Fig. 1: sizing map
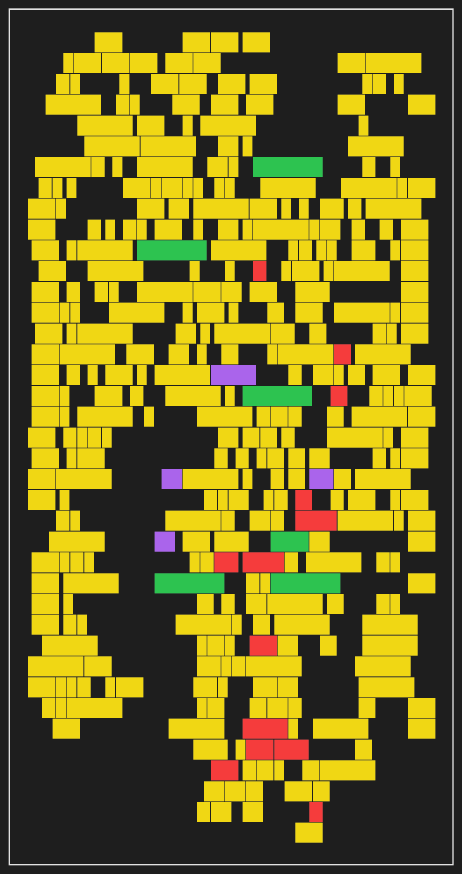
Fig. 2: placed standard cells
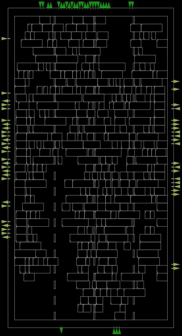
Fig. 3: clock wires, drivers and flops
The bar under the picture is 20 um long.
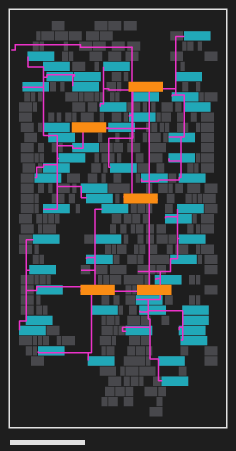
### config.mk
export PLATFORM = sky130hd
export DESIGN_NAME = cpu_bus_bridge
export DESIGN_NICKNAME = d
export VERILOG_FILES = /design/src/rtl/cpu_bus_pkg.sv /design/src/rtl/sync2.sv /design/src/rtl/cpu_bus_bridge.sv
export SDC_FILE = /design/constraint.sdc
export NUM_CORES = 1
export LEC_CHECK = 0
export CORE_ASPECT_RATIO = 2
export CORE_MARGIN = 2
export CORE_UTILIZATION = 40
export CTS_CLUSTER_DIAMETER = 50
export CTS_CLUSTER_SIZE = 8
export DETAILED_ROUTE_END_ITERATION = 12
export PLACE_DENSITY = 0.81
export SYNTH_ARGS = -nofsm -noshare
export SYNTH_HDL_FRONTEND = slang
export SYNTH_HIERARCHICAL = 1
export SYNTH_SLANG_ARGS = --single-unit
### constraint.sdc
create_clock -name i_clk -period 5.6 [get_ports i_clk]
set_clock_uncertainty 0.15 [all_clocks]
set_input_delay 1.4 -clock i_clk [delete_from_list [all_inputs] [get_ports i_clk]]
set_output_delay 1.4 -clock i_clk [all_outputs]
set_load 0.02 [all_outputs]
### src/rtl/cpu_bus_pkg.sv
// Shared definitions for the CPU-to-bus bridge: FSM encoding, parameter defaults,
// and the counter-width helper.
package cpu_bus_pkg;

    localparam int DEF_AW       = 16;
    localparam int DEF_DW       = 8;
    localparam int DEF_MIN_WAIT = 0;
    localparam int DEF_TIMEOUT  = 255;

    typedef enum logic [1:0] {
        IDLE = 2'd0,
        WAIT = 2'd1,
        DONE = 2'd2
    } state_e;

    // Bits needed to count 0..max; never narrower than one bit.
    function automatic int cnt_w(input int max);
        return (max < 2) ? 1 : $clog2(max + 1);
    endfunction

endpackage

### src/rtl/sync2.sv
// Two-flop synchroniser of parametrised width with synchronous active-high reset.
module sync2 #(
    parameter int W = 1
) (
    input  logic         i_clk,
    input  logic         i_reset,
    input  logic [W-1:0] i_d,
    output logic [W-1:0] o_q
);

    logic [W-1:0] meta_q, meta_d;
    logic [W-1:0] sync_q, sync_d;

    always_comb begin
        meta_d = i_d;
        sync_d = meta_q;
    end

    always_ff @(posedge i_clk) begin
        if (i_reset) begin
            meta_q <= '0;
            sync_q <= '0;
        end else begin
            meta_q <= meta_d;
            sync_q <= sync_d;
        end
    end

    assign o_q = sync_q;

endmodule

### src/rtl/cpu_bus_bridge.sv
// Single-master bridge: turns a CPU request into one registered bus cycle with
// minimum wait states, a bus-grant-aware timeout, and a one-cycle completion strobe.
module cpu_bus_bridge
    import cpu_bus_pkg::*;
#(
    parameter int AW       = DEF_AW,
    parameter int DW       = DEF_DW,
    parameter int MIN_WAIT = DEF_MIN_WAIT,
    parameter int TIMEOUT  = DEF_TIMEOUT
) (
    input  logic          i_clk,
    input  logic          i_reset,
    input  logic          i_cpu_req,
    input  logic [AW-1:0] i_cpu_addr,
    input  logic [DW-1:0] i_cpu_dat,
    input  logic          i_cpu_we,
    output logic [DW-1:0] o_cpu_dat,
    output logic          o_cpu_rdy,
    output logic [AW-1:0] o_addr,
    output logic [DW-1:0] o_dat,
    output logic          o_we,
    output logic          o_cyc,
    input  logic [DW-1:0] i_dat,
    input  logic          i_ack,
    input  logic          i_active,
    output logic          o_timeout,
    input  logic          i_int,
    input  logic          i_nmi,
    output logic          o_int,
    output logic          o_nmi
);

    localparam int            TW      = cnt_w(TIMEOUT);
    localparam logic [TW-1:0] TMO_LIM = TW'(TIMEOUT);
    localparam logic [3:0]    MW4     = 4'(MIN_WAIT);

    state_e        state_q, state_d;
    logic [AW-1:0] addr_q, addr_d;
    logic [DW-1:0] dat_q, dat_d;
    logic          we_q, we_d;
    logic          cyc_q, cyc_d;
    logic [DW-1:0] cpu_dat_q, cpu_dat_d;
    logic          rdy_q, rdy_d;
    logic          tmo_q, tmo_d;
    logic [3:0]    wcnt_q, wcnt_d;
    logic [TW-1:0] tcnt_q, tcnt_d;
    logic [TW-1:0] tcnt_nxt;

    always_comb begin
        state_d   = state_q;
        addr_d    = addr_q;
        dat_d     = dat_q;
        we_d      = we_q;
        cyc_d     = cyc_q;
        cpu_dat_d = cpu_dat_q;
        rdy_d     = 1'b0;
        tmo_d     = 1'b0;
        wcnt_d    = wcnt_q;
        tcnt_d    = tcnt_q;
        tcnt_nxt  = tcnt_q + TW'(1);

        case (state_q)
            IDLE: begin
                cyc_d = 1'b0;
                if (i_cpu_req && i_active) begin
                    addr_d  = i_cpu_addr;
                    dat_d   = i_cpu_dat;
                    we_d    = i_cpu_we;
                    cyc_d   = 1'b1;
                    wcnt_d  = MW4;
                    tcnt_d  = '0;
                    state_d = WAIT;
                end
            end
            WAIT: begin
                // Without the grant nothing advances: counters hold and i_ack is ignored.
                if (i_active) begin
                    if (wcnt_q != 4'd0) begin
                        wcnt_d = wcnt_q - 4'd1;
                    end
                    if (wcnt_q == 4'd0 && i_ack) begin
                        state_d = DONE;
                        cyc_d   = 1'b0;
                        rdy_d   = 1'b1;
                        if (!we_q) begin
                            cpu_dat_d = i_dat;
                        end
                    end else if (TIMEOUT != 0 && tcnt_nxt == TMO_LIM) begin
                        state_d = DONE;
                        cyc_d   = 1'b0;
                        rdy_d   = 1'b1;
                        tmo_d   = 1'b1;
                        if (!we_q) begin
                            cpu_dat_d = '1;
                        end
                    end else if (TIMEOUT != 0) begin
                        tcnt_d = tcnt_nxt;
                    end
                end
            end
            DONE: begin
                state_d = IDLE;
            end
            default: begin
                state_d = IDLE;
                cyc_d   = 1'b0;
            end
        endcase
    end

    always_ff @(posedge i_clk) begin
        if (i_reset) begin
            state_q   <= IDLE;
            addr_q    <= '0;
            dat_q     <= '0;
            we_q      <= 1'b0;
            cyc_q     <= 1'b0;
            cpu_dat_q <= '0;
            rdy_q     <= 1'b0;
            tmo_q     <= 1'b0;
            wcnt_q    <= '0;
            tcnt_q    <= '0;
        end else begin
            state_q   <= state_d;
            addr_q    <= addr_d;
            dat_q     <= dat_d;
            we_q      <= we_d;
            cyc_q     <= cyc_d;
            cpu_dat_q <= cpu_dat_d;
            rdy_q     <= rdy_d;
            tmo_q     <= tmo_d;
            wcnt_q    <= wcnt_d;
            tcnt_q    <= tcnt_d;
        end
    end

    assign o_addr    = addr_q;
    assign o_dat     = dat_q;
    assign o_we      = we_q;
    assign o_cyc     = cyc_q;
    assign o_cpu_dat = cpu_dat_q;
    assign o_cpu_rdy = rdy_q;
    assign o_timeout = tmo_q;

    logic [1:0] irq_sync;

    sync2 #(.W(2)) u_irq_sync (
        .i_clk   (i_clk),
        .i_reset (i_reset),
        .i_d     ({i_nmi, i_int}),
        .o_q     (irq_sync)
    );

    assign {o_nmi, o_int} = irq_sync;

endmodule

==> results_tabular.tex <==
% Implementation results table
\begin{tabular}{lr}
\hline
Metric & Value \\
\hline
\multicolumn{2}{l}{\textbf{Yosys}} \\
Post-synthesis sequential element count & 54 \\
Area share of the largest cell type after synthesis & 0.466 \\
Cell Area, Synth & $\sim$2300 um2 \\
Largest cells by area after synthesis & sky130\_fd\_sc\_hd\_\_dfxtp\_1, sky130\_fd\_sc\_hd\_\_nand2\_1, sky130\_fd\_sc\_hd\_\_a21oi\_1 \\
Async SR Flop Fraction & 0 \\
Cell accounting for the most synthesized area & sky130\_fd\_sc\_hd\_\_dfxtp\_1 \\
\multicolumn{2}{l}{\textbf{Finish}} \\
\# clk buffers & 6 \\
Area of all sequential standard cells & approximately 1100 um2 \\
Leading cell kind & multi-input combinational cells \\
Non-clk bufs & 78 \\
Area of the multi-input gates & roughly 1200 um2 \\
Non-filler instance count after layout & 413 \\
\multicolumn{2}{l}{\textbf{Clock tree}} \\
Skew-Pair Late Insertion Delay & 0.29 ns \\
\# clock sinks & between 50 and 60 \\
\multicolumn{2}{l}{\textbf{Global routing}} \\
Most crowded layer after global routing & met2 \\
Number of global-route vias before repair & 2224 \\
\multicolumn{2}{l}{\textbf{Final timing}} \\
Final Critical Period & 3.10 ns \\
Final worst setup slack & 2.50 ns \\
\multicolumn{2}{l}{\textbf{Worst setup path}} \\
Maximum net fanout on the critical path & 11 \\
Critical Path, Cell by Cell & clkdlybuf4s50\_1 -> nand2b\_1 -> nor2\_2 -> nor2\_1 -> nand2\_1 -> a31oi\_1 -> a31o\_1 \\
Reg2Reg Setup Slack & 3.04 ns \\
\multicolumn{2}{l}{\textbf{Route}} \\
M1 WL & 2.06 mm \\
DRC violation count after routing & 0 \\
Total via count after detailed routing & approximately 2200 \\
DRT Wirelength & slightly below 6 mm \\
\multicolumn{2}{l}{\textbf{Run status}} \\
Run status & completed \\
\multicolumn{2}{l}{\textbf{Pwr}} \\
Comb group & between 0.1 and 0.15 mW \\
Power Internal & 0.641 mW \\
Leakage & 1.18 nW \\
Share of total power in combinational logic & 0.157 \\
\multicolumn{2}{l}{\textbf{Floorplan}} \\
Area enclosed by the die boundary & roughly 6500 um2 \\
Tap Count & between 60 and 70 \\
Die outline width & 57.8 um \\
\hline
\end{tabular}
Back to the opening pictures, Fig. 1:
colour	size	cells	share
red	x2	13	3.7%
green	x6 and larger	6	1.7%
yellow	x1 and smaller	329	93%
purple	x3 and x4	4	1.1%

Back to the opening pictures, Fig. 2:
FILL cells: 522
num rows: 39
Placeable Area: 5660 um2
flip-flop and latch share of the layout cell area: 0.332

Back to the opening pictures, Fig. 3:
[orange] clock-net drivers | count: 5
[cyan] flip-flops | count: 54
[magenta] clock wires | length: 629 um
flops lie	widely spread

[synthesized netlist by cell type (2+ instances only)]
cell type and count:
sky130_fd_sc_hd__a31o_1 2, sky130_fd_sc_hd__clkbuf_1 15, sky130_fd_sc_hd__o21a_1 11, sky130_fd_sc_hd__inv_1 4, sky130_fd_sc_hd__dfxtp_1 54, sky130_fd_sc_hd__xor2_1 2
sky130_fd_sc_hd__and3_1 3, sky130_fd_sc_hd__nor4_1 2, sky130_fd_sc_hd__o21ai_0 3, sky130_fd_sc_hd__ha_1 3, sky130_fd_sc_hd__nand3b_1 2, sky130_fd_sc_hd__o211ai_1 5
sky130_fd_sc_hd__nand3_1 5, sky130_fd_sc_hd__a21oi_1 32, sky130_fd_sc_hd__nand2b_1 4, sky130_fd_sc_hd__a31oi_1 5, sky130_fd_sc_hd__nor2_1 29, sky130_fd_sc_hd__nand2_1 59
sky130_fd_sc_hd__and2_1 3, sky130_fd_sc_hd__nor3_1 8, sky130_fd_sc_hd__nor2b_1 5, sky130_fd_sc_hd__mux2i_1 2
[cell families after synthesis]
| group | after synthesis | share of synthesized area |
|---|---|---|
| xor gates and xnor gates | 2 | 0.00756 |
| and+or+nand+nor | 134 | 0.276 |
| DFF | 54 | 0.466 |
| muxes | 2 | 0.00863 |
| adders and majority gates | 3 | 0.0162 |
| buffers and inverters | 20 | 0.0356 |
| AOI/OAI and AO/OA | 67 | 0.190 |
[cell usage in the layout, fill, tap and decap left out, types with 2 or more instances in the layout]
cell	synthesis	final
sky130_fd_sc_hd__clkdlybuf4s50_1	0	76
sky130_fd_sc_hd__mux2i_1	2	2
sky130_fd_sc_hd__a31o_1	2	2
sky130_fd_sc_hd__nor3_1	8	8
sky130_fd_sc_hd__nand3_1	5	5
sky130_fd_sc_hd__dfxtp_1	54	54
sky130_fd_sc_hd__o211ai_1	5	5
sky130_fd_sc_hd__nor2b_1	5	5
sky130_fd_sc_hd__ha_1	3	3
sky130_fd_sc_hd__o21a_1	11	11
sky130_fd_sc_hd__nand3b_1	2	2
sky130_fd_sc_hd__nand2b_1	4	4
sky130_fd_sc_hd__xor2_1	2	2
sky130_fd_sc_hd__and2_1	3	3
sky130_fd_sc_hd__nor4_1	2	2
sky130_fd_sc_hd__nand2_1	59	59
sky130_fd_sc_hd__inv_1	4	4
sky130_fd_sc_hd__and3_1	3	3
sky130_fd_sc_hd__clkbuf_16	0	5
sky130_fd_sc_hd__a31oi_1	5	5
sky130_fd_sc_hd__o21ai_0	3	3
sky130_fd_sc_hd__nor2_1	29	28
sky130_fd_sc_hd__a21oi_1	32	32
[flip-flops by register name (all words and copies together), names as in the netlist, 2 cells and up]
name and cells:
o_dat 8, u_irq_sync/meta_q 2, state_q 2, o_addr 16
u_irq_sync/o_q 2, o_cpu_dat 8, wcnt_q 4, tcnt_q 8
[critical path, delay by kind of cell]
kind,cells,cell delay [ns]
simple gates,4,0.89
buf+inv,1,0.61
compound gates,2,0.23
[stage by stage]
step           hold WS (ns)  cell area (um2)
2_1_floorplan         0.264             2320
3_3_place_gp          0.273             3100
3_5_place_dp          0.278             3100
4_1_cts               0.294             3250
5_1_grt               0.315             3250
6_report              0.290             3250
Power is estimated from default activity; no workload was simulated.
